$ cat config.mk
export PLATFORM = sky130hd
export DESIGN_NAME = param_updown_counter_flat
export DESIGN_NICKNAME = d
export VERILOG_FILES = /design/src/rtl/param_updown_counter_if.sv /design/src/rtl/param_updown_counter.sv /design/src/flat_wrapper.sv
export SDC_FILE = /design/constraint.sdc
export NUM_CORES = 1
export LEC_CHECK = 0
export ABC_AREA = 1
export CAP_MARGIN = 20
export CORE_MARGIN = 2
export CORE_UTILIZATION = 44
export CTS_BUF_LIST = sky130_fd_sc_hd__clkbuf_16
export DETAILED_ROUTE_END_ITERATION = 8
export PLACE_DENSITY_LB_ADDON = 0.15
export SETUP_SLACK_MARGIN = 0.4
export SYNTH_ARGS = -nofsm -noshare
export SYNTH_HDL_FRONTEND = slang
export SYNTH_SLANG_ARGS = --single-unit
$ cat constraint.sdc
create_clock -name clk -period 2.3 [get_ports clk]
set_input_delay 0.46 -clock clk [delete_from_list [all_inputs] [get_ports clk]]
set_output_delay 0.46 -clock clk [all_outputs]
set_load 0.01 [all_outputs]
$ cat src/rtl/param_updown_counter_if.sv
`default_nettype none
// ============================================================================
//  Module      : param_updown_counter_if
//  Description : Control/status bundle for param_updown_counter.
//                master drives the controls and observes the outputs,
//                slave is the counter itself.
//  Signals     : en, up, load, load_val[WIDTH], sat_mode, cmp_val[WIDTH],
//                clr_ovf (master -> slave)
//                count[WIDTH], tc, ovf, match (slave -> master)
//  Revision    : 1.0 - initial release
// ============================================================================
interface param_updown_counter_if #(
    parameter int WIDTH = 8
);
    logic             en;
    logic             up;
    logic             load;
    logic [WIDTH-1:0] load_val;
    logic             sat_mode;
    logic [WIDTH-1:0] cmp_val;
    logic             clr_ovf;
    logic [WIDTH-1:0] count;
    logic             tc;
    logic             ovf;
    logic             match;

    modport master (
        output en, up, load, load_val, sat_mode, cmp_val, clr_ovf,
        input  count, tc, ovf, match
    );

    modport slave (
        input  en, up, load, load_val, sat_mode, cmp_val, clr_ovf,
        output count, tc, ovf, match
    );
endinterface
`default_nettype wire

$ cat src/rtl/param_updown_counter.sv
`default_nettype none
// ============================================================================
//  Module      : param_updown_counter
//  Description : WIDTH-bit synchronous up/down counter with parallel load,
//                wrap/saturate boundary mode, combinational compare match,
//                one-cycle terminal-count pulse and sticky overflow flag.
//                Optional prescaler enabled by defining COUNTER_PRESCALE_EN:
//                the counter then steps once per PRESCALE enabled cycles.
//  Ports       : clk  - clock, rising edge
//                rst  - synchronous active-high reset
//                bus  - param_updown_counter_if.slave
//                       (en, up, load, load_val, sat_mode, cmp_val, clr_ovf
//                        in; count, tc, ovf, match out)
//  Parameters  : WIDTH (2..16), RESET_VAL, PRESCALE (>=1)
//  Revision    : 1.0 - initial release
// ============================================================================
module param_updown_counter #(
    parameter int WIDTH     = 8,
    parameter int RESET_VAL = 0,
    parameter int PRESCALE  = 4
) (
    input  wire logic               clk,
    input  wire logic               rst,
    param_updown_counter_if.slave   bus
);

    localparam logic [WIDTH-1:0] c_MAX   = {WIDTH{1'b1}};
    localparam logic [WIDTH-1:0] c_RESET = WIDTH'(RESET_VAL);

    // Elaboration-time guard on the parameter ranges.
    if (WIDTH < 2 || WIDTH > 16 || PRESCALE < 1 ||
        RESET_VAL < 0 || RESET_VAL > (2 ** WIDTH) - 1) begin : g_param_check
        $error("param_updown_counter: parameter out of range");
    end

    logic [WIDTH-1:0] r_count;
    logic             r_tc;
    logic             r_ovf;

    logic             w_tick;
    logic             w_step;
    logic             w_boundary;

    // ------------------------------------------------------------------
    // Step qualifier. With the prescaler, tick is high on the enabled
    // cycle that completes a PRESCALE-long period.
    // ------------------------------------------------------------------
`ifdef COUNTER_PRESCALE_EN
    // A 1-bit register is kept for PRESCALE=1; it then never leaves 0,
    // so tick is permanently high.
    localparam int               c_PS_W    = (PRESCALE > 1) ? $clog2(PRESCALE) : 1;
    localparam logic [c_PS_W-1:0] c_PS_LAST = c_PS_W'(PRESCALE - 1);

    logic [c_PS_W-1:0] r_ps;

    assign w_tick = (r_ps == c_PS_LAST);

    always_ff @(posedge clk) begin
        if (rst || bus.load) begin
            r_ps <= '0;
        end else if (bus.en) begin
            r_ps <= w_tick ? '0 : r_ps + 1'b1;
        end
    end
`else
    assign w_tick = 1'b1;
`endif

    assign w_step     = bus.en & w_tick & ~bus.load;
    assign w_boundary = bus.up ? (r_count == c_MAX) : (r_count == '0);

    // ------------------------------------------------------------------
    // Counter, terminal count and sticky overflow.
    // tc defaults low every edge so it is a single-cycle pulse that lines
    // up with the count produced by the boundary step.
    // ------------------------------------------------------------------
    always_ff @(posedge clk) begin
        if (rst) begin
            r_count <= c_RESET;
            r_tc    <= 1'b0;
            r_ovf   <= 1'b0;
        end else begin
            r_tc <= 1'b0;

            // Clear first so a boundary step on the same edge overrides it.
            if (bus.clr_ovf) begin
                r_ovf <= 1'b0;
            end

            if (bus.load) begin
                r_count <= bus.load_val;
            end else if (w_step) begin
                if (w_boundary) begin
                    r_tc  <= 1'b1;
                    r_ovf <= 1'b1;
                    if (!bus.sat_mode) begin
                        r_count <= bus.up ? '0 : c_MAX;
                    end
                end else begin
                    r_count <= bus.up ? r_count + 1'b1 : r_count - 1'b1;
                end
            end
        end
    end

    assign bus.count = r_count;
    assign bus.tc    = r_tc;
    assign bus.ovf   = r_ovf;
    assign bus.match = (r_count == bus.cmp_val);

endmodule
`default_nettype wire

$ cat src/flat_wrapper.sv
// flat-port wrapper written by rule: the top's interface ports become plain ports
module param_updown_counter_flat 
#(
    parameter int WIDTH     = 8,
    parameter int RESET_VAL = 0,
    parameter int PRESCALE  = 4
)
  (clk, rst, bus_en, bus_up, bus_load, bus_load_val, bus_sat_mode, bus_cmp_val, bus_clr_ovf, bus_count, bus_tc, bus_ovf, bus_match);
  param_updown_counter_if #(.WIDTH(WIDTH)) bus_i ();
  input  wire logic clk;
  input  wire logic rst;
  input wire logic [$bits(bus_i.en)-1:0] bus_en;
  input wire logic [$bits(bus_i.up)-1:0] bus_up;
  input wire logic [$bits(bus_i.load)-1:0] bus_load;
  input wire logic [$bits(bus_i.load_val)-1:0] bus_load_val;
  input wire logic [$bits(bus_i.sat_mode)-1:0] bus_sat_mode;
  input wire logic [$bits(bus_i.cmp_val)-1:0] bus_cmp_val;
  input wire logic [$bits(bus_i.clr_ovf)-1:0] bus_clr_ovf;
  output wire logic [$bits(bus_i.count)-1:0] bus_count;
  output wire logic [$bits(bus_i.tc)-1:0] bus_tc;
  output wire logic [$bits(bus_i.ovf)-1:0] bus_ovf;
  output wire logic [$bits(bus_i.match)-1:0] bus_match;
  assign bus_i.en = bus_en;
  assign bus_i.up = bus_up;
  assign bus_i.load = bus_load;
  assign bus_i.load_val = bus_load_val;
  assign bus_i.sat_mode = bus_sat_mode;
  assign bus_i.cmp_val = bus_cmp_val;
  assign bus_i.clr_ovf = bus_clr_ovf;
  assign bus_count = bus_i.count;
  assign bus_tc = bus_i.tc;
  assign bus_ovf = bus_i.ovf;
  assign bus_match = bus_i.match;
  param_updown_counter #(.WIDTH(WIDTH), .RESET_VAL(RESET_VAL), .PRESCALE(PRESCALE)) u_core (.clk(clk), .rst(rst), .bus(bus_i));
endmodule
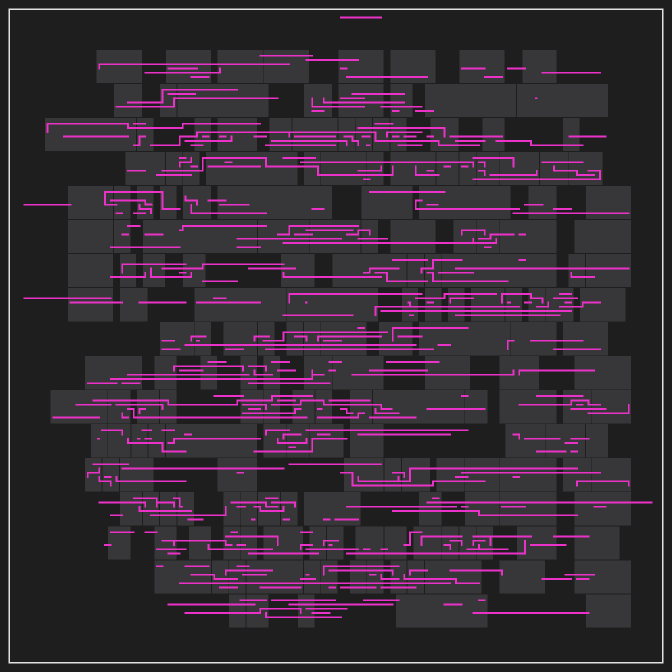
Fig. 1. Metal 1 (run 1).
Cells faint in the background.
nets with wire on the layer: 191
wire length on this layer: 1,310 µm
share of all routed wire: 45%
main direction: horizontal
longest straight run: 21.6 µm

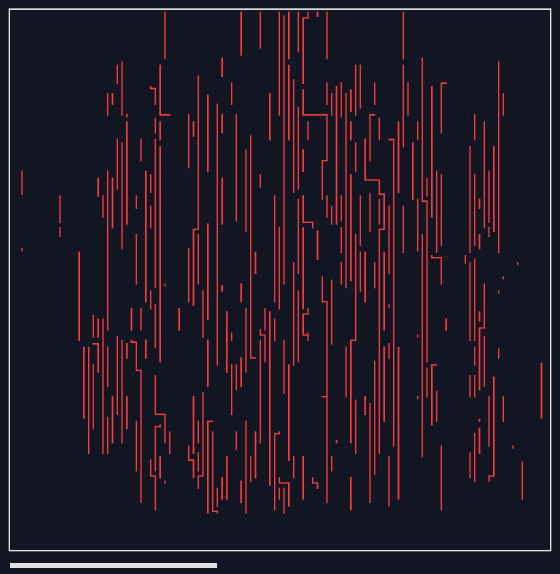
Fig. 2. The metal 2 layer (run 1).
Scale bar: 20 µm.
main direction: vertical
longest straight run: 29.6 µm

==> results.txt, run 1 <==
yosys + openroad results -> Final Power around 0.85 mW, core area 2191 µm², xor/xnor share 0.07740, antenna cells 0, Floorplan Nets between 150 and 200, layout net count 225, initial DRC count 13, crit end category primary output, maxcap violations 0, chip area roughly 2700 µm², hold buffers post-CTS 0, worst-margin pin slew between 0.2 and 0.3 ns, post-layout minimum cycle time ~1.8 ns, Routed WL roughly 2900 µm, Dominant cell area share 0.1966, clk root buf clkbuf_16, Worst Hold Class flip-flop to flip-flop, Slowest cell on crit path dfxtp_1, Worst Reg-to-Reg Cells 11, YS chip area 1018 µm², top cells by count, synth 27 x nand2_1, 22 x nor2_1, 17 x inv_1, area fraction in mux cells 0, Crit path required time 1.84 ns, most frequent cell after synthesis nand2_1, initial antenna violation count 0, CP Buf/Inv Count 1, synth warn 0, Yosys reg bits 10, PD cells 555.9 nW/µm², final worst path period share 0.7801, CTS tree done, Worst-Skew Late Latency 0.24 ns, Layout area overhead 49.63%, CP startpoint kind flip-flop, Worst Path Arrival approximately 1.3 ns, Layout Skew approximately 0.00094 ns, cell type with the largest total area dfxtp_1, Setup Viol. Count Final 0, via count 1,124, # H-tree levels 1, VDD IR max about 0.53 mV, die width between 50 and 60 µm, grt total ovfl 0, Util after Layout 0.6956, AND/OR/NAND/NOR Cells, Area Fraction 0.4128, Row Count 17, share of layout cells above drive strength 1 0.1813, tool warnings 27, Synth Instances 150, Total Neg Setup Slack 0 ns, Syn Std Cell Area 1018 µm², Synth Area per Inst 6.790 µm², Avg Vias per Cell 5.086, status complete, no violations, Unique cell types 27, Commonest flop dfxtp_1, Max clock buf depth 2, Worst-path clk slew approximately 0.04 ns, routed len/inst between 10 and 15 µm, relative slew slack 0.8251, number of global-route vias before repair ~1,100, RSZ-0062 raised after global routing no, yosys adder share 0.09337
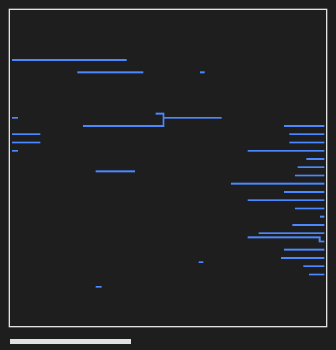
Fig. 3. The metal 3 layer (run 1).
Scale bar: 20 µm.
wire length on this layer: 200 µm
share of all routed wire: 6.9%
nets with wire on the layer: 28
longest straight run: 18.6 µm

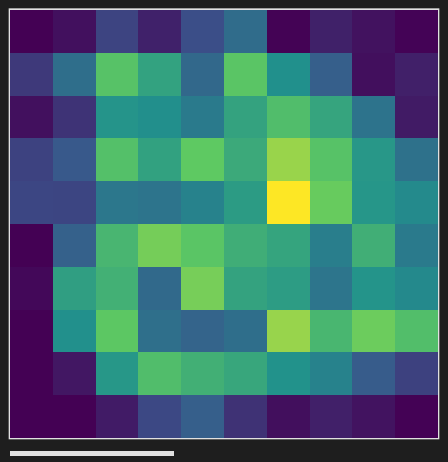
Fig. 4. Routed metal per tile (run 1).
Scale bar: 20 µm. The die is cut into 10 by 10 equal tiles; dark purple is low, yellow is high, scaled to the fullest tile. Values are wire area over tile area, all layers added.
mean over tiles: 0.17
densest ninth of the die: center
fullest tile: 0.44

[run 1: per-layer routing]
| metal | vias up | GRT usage | part of all wire |
|---|---|---|---|
| met4 | 0 | 0.07895 | 0.017 |
| met3 | 4 | 0.06897 | 0.069 |
| li1 | 574 | - | - |
| met2 | 34 | 0.4072 | 0.46 |
| met5 | - | 0 | 0 |
| met1 | 512 | 0.2892 | 0.45 |
[run 1: worst register-to-register path, stage by stage, from the launching register on]
cell and delay, ns:
dfxtp_1 0.30, buf_4 0.16, fa_1 0.43, nand2_1 0.09, nand2_1 0.09, nand3_1 0.10, nand2_1 0.06, nand2_1 0.06
nand3_1 0.08, nand2_1 0.07, nand2_1 0.06, a21oi_2 0.13
[run 1: final cells by class]
| class | count | area (µm²) |
|---|---|---|
| Timing Repair Buffer | 40 | 392.9 |
| Tap cell | 28 | 35.03 |
| Fill cell | 175 | 666.9 |
| Multi-Input combinational cell | 122 | 750.7 |
| Clock buffer | 3 | 75.07 |
| Sequential cell | 10 | 200.2 |
| Inverter | 18 | 70.07 |
[run 1: through the flow]
step / cell area [µm²] / hold slack, ns / worst slack, ns
CTS: 1508 / 0.4881 / 0.3265
floorplan: 1018 / 0.4979 / 0.6301
global route: 1524 / 0.5187 / 0.4028
finish: 1524 / 0.4825 / 0.5058
detailed placement: 1436 / 0.4850 / -0.07756
global placement: 1436 / 0.4706 / -0.06333
[run 1: cells by family after synthesis]
family	Yosys count
adders and majority gates	7
buffers and inverters	18
xor gates and xnor gates	9
and+or+nand+nor	82
AOI/OAI and AO/OA	24
DFF	10
[run 1: what timing repair did]
item                                    4_1_cts  5_1_grt
gates cloned                                  0        0
resized                                       7       10
hold endpoints to repair                      0        0
pin swaps                                     0        5
endpoints found under the setup margin        6        2
setup buffers                                 0        0
[run 1: placed cells by master (no fill, tap or decap), types with 2 or more instances in the layout]
cell type,netlist,routed
xor2_1,4,4
nand4_1,2,2
nand2_1,27,27
clkdlybuf4s50_1,0,23
nand3_1,12,12
a21oi_1,9,9
clkbuf_16,0,3
dlymetal6s2s_1,0,8
buf_4,0,7
inv_1,17,16
ha_1,6,6
xnor2_1,5,5
or2_2,4,4
dfxtp_1,10,10
nor2_4,3,3
a21oi_2,3,3
nand2_2,5,5
nand3_2,2,2
nor2_1,22,22
o21ai_0,5,5
a21o_1,4,4
[run 1: path summary, 6_finish.rpt]
check,start,end,slack (ns)
max,u_core.bus.count[7]$_SDFFE_PP0P_,bus_match,0.51
min,u_core.bus.ovf$_SDFF_PP0_,u_core.bus.ovf$_SDFF_PP0_,0.48
max reg2reg,u_core.bus.count[0]$_SDFFE_PP0P_,u_core.bus.count[6]$_SDFFE_PP0P_,0.60
min reg2reg,u_core.bus.ovf$_SDFF_PP0_,u_core.bus.ovf$_SDFF_PP0_,0.48
[run 1: registers in the layout, summed over array words and instances (netlist names)]
| signal | flops |
|---|---|
| u_core.bus.ovf | 1 |
| u_core.bus.count | 8 |
| u_core.bus.tc | 1 |
[run 1: where the power goes]
part           internal (mW)  switching [mW]
Sequential             0.190          0.0168
Clock                  0.226          0.0816
Combinational          0.160           0.173
## Run 2: what changed since run 1
--- a/config.mk
+++ b/config.mk
@@ -8,7 +8,7 @@
 export ABC_AREA = 1
 export CAP_MARGIN = 20
 export CORE_MARGIN = 2
-export CORE_UTILIZATION = 44
+export CORE_UTILIZATION = 41
 export CTS_BUF_LIST = sky130_fd_sc_hd__clkbuf_16
 export DETAILED_ROUTE_END_ITERATION = 8
 export PLACE_DENSITY_LB_ADDON = 0.15
==> constraint.sdc (replaced) <==
create_clock -name clk -period 1.6 [get_ports clk]
set_input_delay 0.32 -clock clk [delete_from_list [all_inputs] [get_ports clk]]
set_output_delay 0.32 -clock clk [all_outputs]
set_load 0.01 [all_outputs]
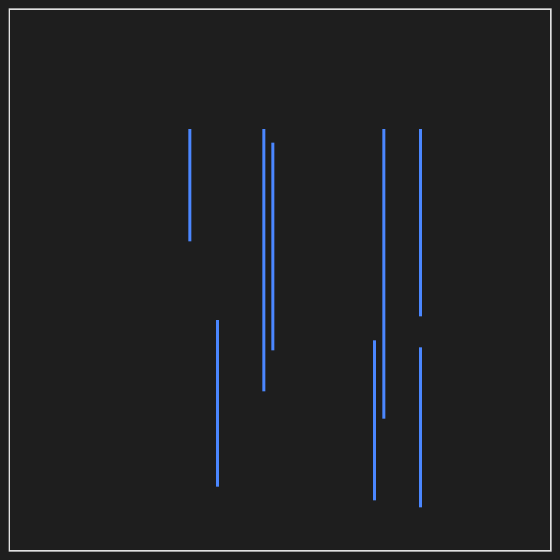
Fig. 5. Signal wires on met4 (run 2).
main direction: vertical
share of all routed wire: 3.4%

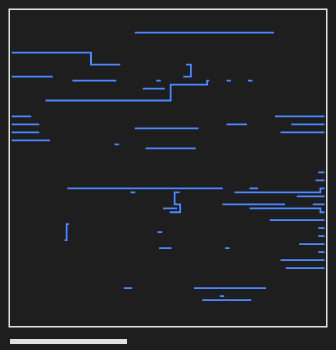
Fig. 6. The metal 3 layer (run 2).
Scale bar: 20 µm.
wire length on this layer: 297 µm
main direction: horizontal

==> run 2 against run 1 <==
Highest routed layer unchanged. Power is 78% higher. Combinational power is 130% higher. The run now ends with negative setup slack left. Register-to-register slack worse by 0.55 ns. Largest power group unchanged.
==> results.txt, run 2 <==
yosys + openroad results -> routed len/inst 17.63 µm (was 13.12 µm), Routed WL 4425 µm (was 2900 µm), Levels on crit path 5 (was 4), Detail Placement HPWL 2527 µm (was 2341 µm), first-pass GRT wire length 5340 µm (was 4802 µm), Layout Skew 0.0004762 ns (was 0.0009393 ns), antenna cells 0 (unchanged), Unique cell types 27 (unchanged), Synth Area per Inst 6.790 µm² (unchanged), register area 225.2 µm² (was 200.2 µm²), Finished Layout Cells 251 (was 221), worst-margin pin slew 0.2626 ns (was 0.2620 ns), input/output buffers 33 (unchanged), Worst Hold Path Cells 2 (unchanged), relative slew slack 0.8231 (was 0.8251), Crit path required time 1.28 ns (was 1.84 ns), Fillers 137 (was 175), die width 53.84 µm (was 52.11 µm), Total GRT Usage 0.2575 (was 0.2405), post-route ant nets 0 (unchanged), PD cells 736.6 nW/µm² (was 555.9 nW/µm²), number of global-route vias before repair 1,188 (was 1,103), Row Count 18 (was 17), via count 1,364 (was 1,124), EDFF count, synth 0 (unchanged), die height 53.84 µm (was 52.11 µm), Largest register FFs 8 (unchanged), most frequent cell after synthesis nand2_1 (unchanged), Syn Std Cell Area 1018 µm² (unchanged), CTS tree done (unchanged), grt total ovfl 0 (unchanged), highest-count logic cell in the final layout buf_4 (was nand2_1), Finished Cell Area 2052 µm² (was 1524 µm²), final worst path period share 1.025, Synth Instances 150 (unchanged), top cells by count, synth 27 x nand2_1, 22 x nor2_1, 17 x inv_1 (unchanged), initial DRC count 26 (was 13), logic area 1046 µm² (was 750.7 µm²), cell type with the largest total area dfxtp_1 (unchanged), # H-tree levels 1 (unchanged), maxcap violations 0 (unchanged), Pleak 0.9323 nW (was 0.7693 nW), hold buffers post-CTS 0 (unchanged), Slowest cell on crit path dlygate4sd2_1 (was dfxtp_1), core area 2410 µm² (was 2191 µm²), layout net count 252 (was 225), CP Buf/Inv Count 2 (was 1), status finished with violations (was complete, no violations), Post-synth seq share 0.1966 (unchanged), crit end category primary output (unchanged), Dominant cell area share 0.1966 (unchanged), maximum clock rate 0.6100 GHz, Total Neg Setup Slack -0.03940 ns (was 0 ns), Worst-path clk slew 0.04 ns (about the same), Crit path largest cell delay 0.26 ns (was 0.46 ns), RSZ-0062 raised after global routing yes (was no), clk root buf clkbuf_16 (unchanged), Worst Reg-to-Reg Cells 11 (unchanged), Avg Vias per Cell 5.434 (was 5.086), clk sinks 10 (unchanged), setup ws final -0.03940 ns (was 0.5058 ns), Setup Viol. Count Final 1 (was 0), Layout area overhead 101.5% (was 49.63%), initial antenna violation count 0 (unchanged), synth warn 0 (unchanged), Yosys reg bits 10 (unchanged), Synth async-reset ratio 0 (unchanged), tool warnings 29 (was 27), CP startpoint kind primary input (was flip-flop), Util after Layout 0.8515 (was 0.6956), First-pass DRT Iterations 4 (unchanged), WHS 0.4928 ns (was 0.4825 ns), VDD IR max 1.126 mV (was 0.5263 mV), Worst Path Arrival 1.32 ns (was 1.33 ns), Commonest flop dfxtp_1 (unchanged), cells along the critical path dlygate4sd2_1 -> xnor2_1 -> nand4_1 -> nor4_4 -> buf_2 (was xnor2_1 -> nand4_1 -> nor4_1 -> buf_2), Worst Hold Class flip-flop to flip-flop (unchanged), gpl congestion 0.8513 (was 0.8423), Placed Area 1617 µm² (was 1436 µm²), FP Core Util 0.4226 (was 0.4649), YS chip area 1018 µm² (unchanged), Top Layout Cells 22 x buf_4, 18 x nand2_1, 15 x inv_1, 15 x nor2_1, 14 x buf_6 (was 27 x nand2_1, 23 x clkdlybuf4s50_1, 22 x nor2_1, 16 x inv_1, 12 x nand3_1), Max clock buf depth 2 (unchanged), CP max FO 1 (was 6), failing checks negative setup slack, cts bufs inserted 3 (unchanged), post-layout minimum cycle time 1.639 ns, Floorplan Nets 180 (unchanged), IO Pins 34 (unchanged), chip area 2899 µm² (was 2715 µm²), share of layout cells above drive strength 1 0.5566 (was 0.1813)
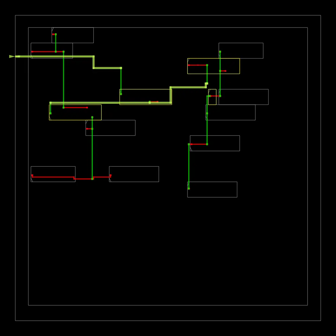
Fig. 7. Clock routing (run 2).
FF+latch count: 10
Worst-Skew Late Latency: 0.24 ns

-- run 2: cell counts after synthesis --
No cell type changed its count.
-- run 2: layout make-up --
cell class                 instances  share of cell area
timing repair buffer              66              0.2890
tap                               30             0.01829
sequential                        10              0.1098
multi-input combinational        123              0.5098
clock inverter                     1            0.001829
inverter                          18             0.03476
clock buffer                       3             0.03659
-- run 2: final timing paths --
path | start | endpoint | slack, ns
min | u_core.bus.ovf$_SDFF_PP0_ | u_core.bus.ovf$_SDFF_PP0_ | 0.49
min reg2reg | u_core.bus.ovf$_SDFF_PP0_ | u_core.bus.ovf$_SDFF_PP0_ | 0.49
max reg2reg | u_core.bus.count[0]$_SDFFE_PP0P_ | u_core.bus.count[6]$_SDFFE_PP0P_ | 0.05
max | bus_cmp_val[3] | bus_match | -0.04
-- run 2: cells by family (layout without fill, tap and decap cells) --
kind of cell,count (synthesis),in the layout,share of synthesized area
simple gates,82,83,0.4128
fa+ha+maj,7,7,0.09336
buf+inv,18,88,0.06633
xor+xnor,9,9,0.07739
compound gates,24,24,0.1536
flops,10,10,0.1966
-- run 2: worst reg2reg max path, cell delays in order, from the launching register on --
cell and delay, ns:
dfxtp_2 0.32, buf_6 0.13, fa_2 0.39, nand2_2 0.09, nand2_2 0.06, nand3_2 0.07, nand2_1 0.05, nand2_1 0.05
nand3_1 0.08, nand2_1 0.08, nand2_1 0.06, a21oi_2 0.10
-- run 2: routing by layer --
metal,vias up,part of all wire,GRT usage
li1,633,-,-
met1,655,0.39,0.3000
met2,60,0.51,0.4573
met3,16,0.067,0.07222
met4,0,0.034,0.06838
met5,-,0,0
-- run 2: what timing repair did --
| action | in CTS | in global routing |
|---|---|---|
| gates resized | 75 | 43 |
| pin swaps | 14 | 30 |
| gates cloned | 0 | 1 |
| endpoints found under the setup margin | 21 | 17 |
| buffers inserted | 5 | 5 |
-- run 2: power by group --
| group | switching [mW] | internal, mW |
|---|---|---|
| clock network | 0.114 | 0.327 |
| logic | 0.389 | 0.380 |
| registers | 0.0261 | 0.276 |
-- run 2: metrics by stage --
step	power (mW)	setup slack (ns)
final	1.512	-0.03940
after global routing	1.582	-0.1023
after CTS	1.359	0.03179
after detailed placement	0.8582	-0.6300
after global placement	0.8423	-0.5490
after floorplan	0.6096	0.1065
Power is estimated from default activity; no workload was simulated.
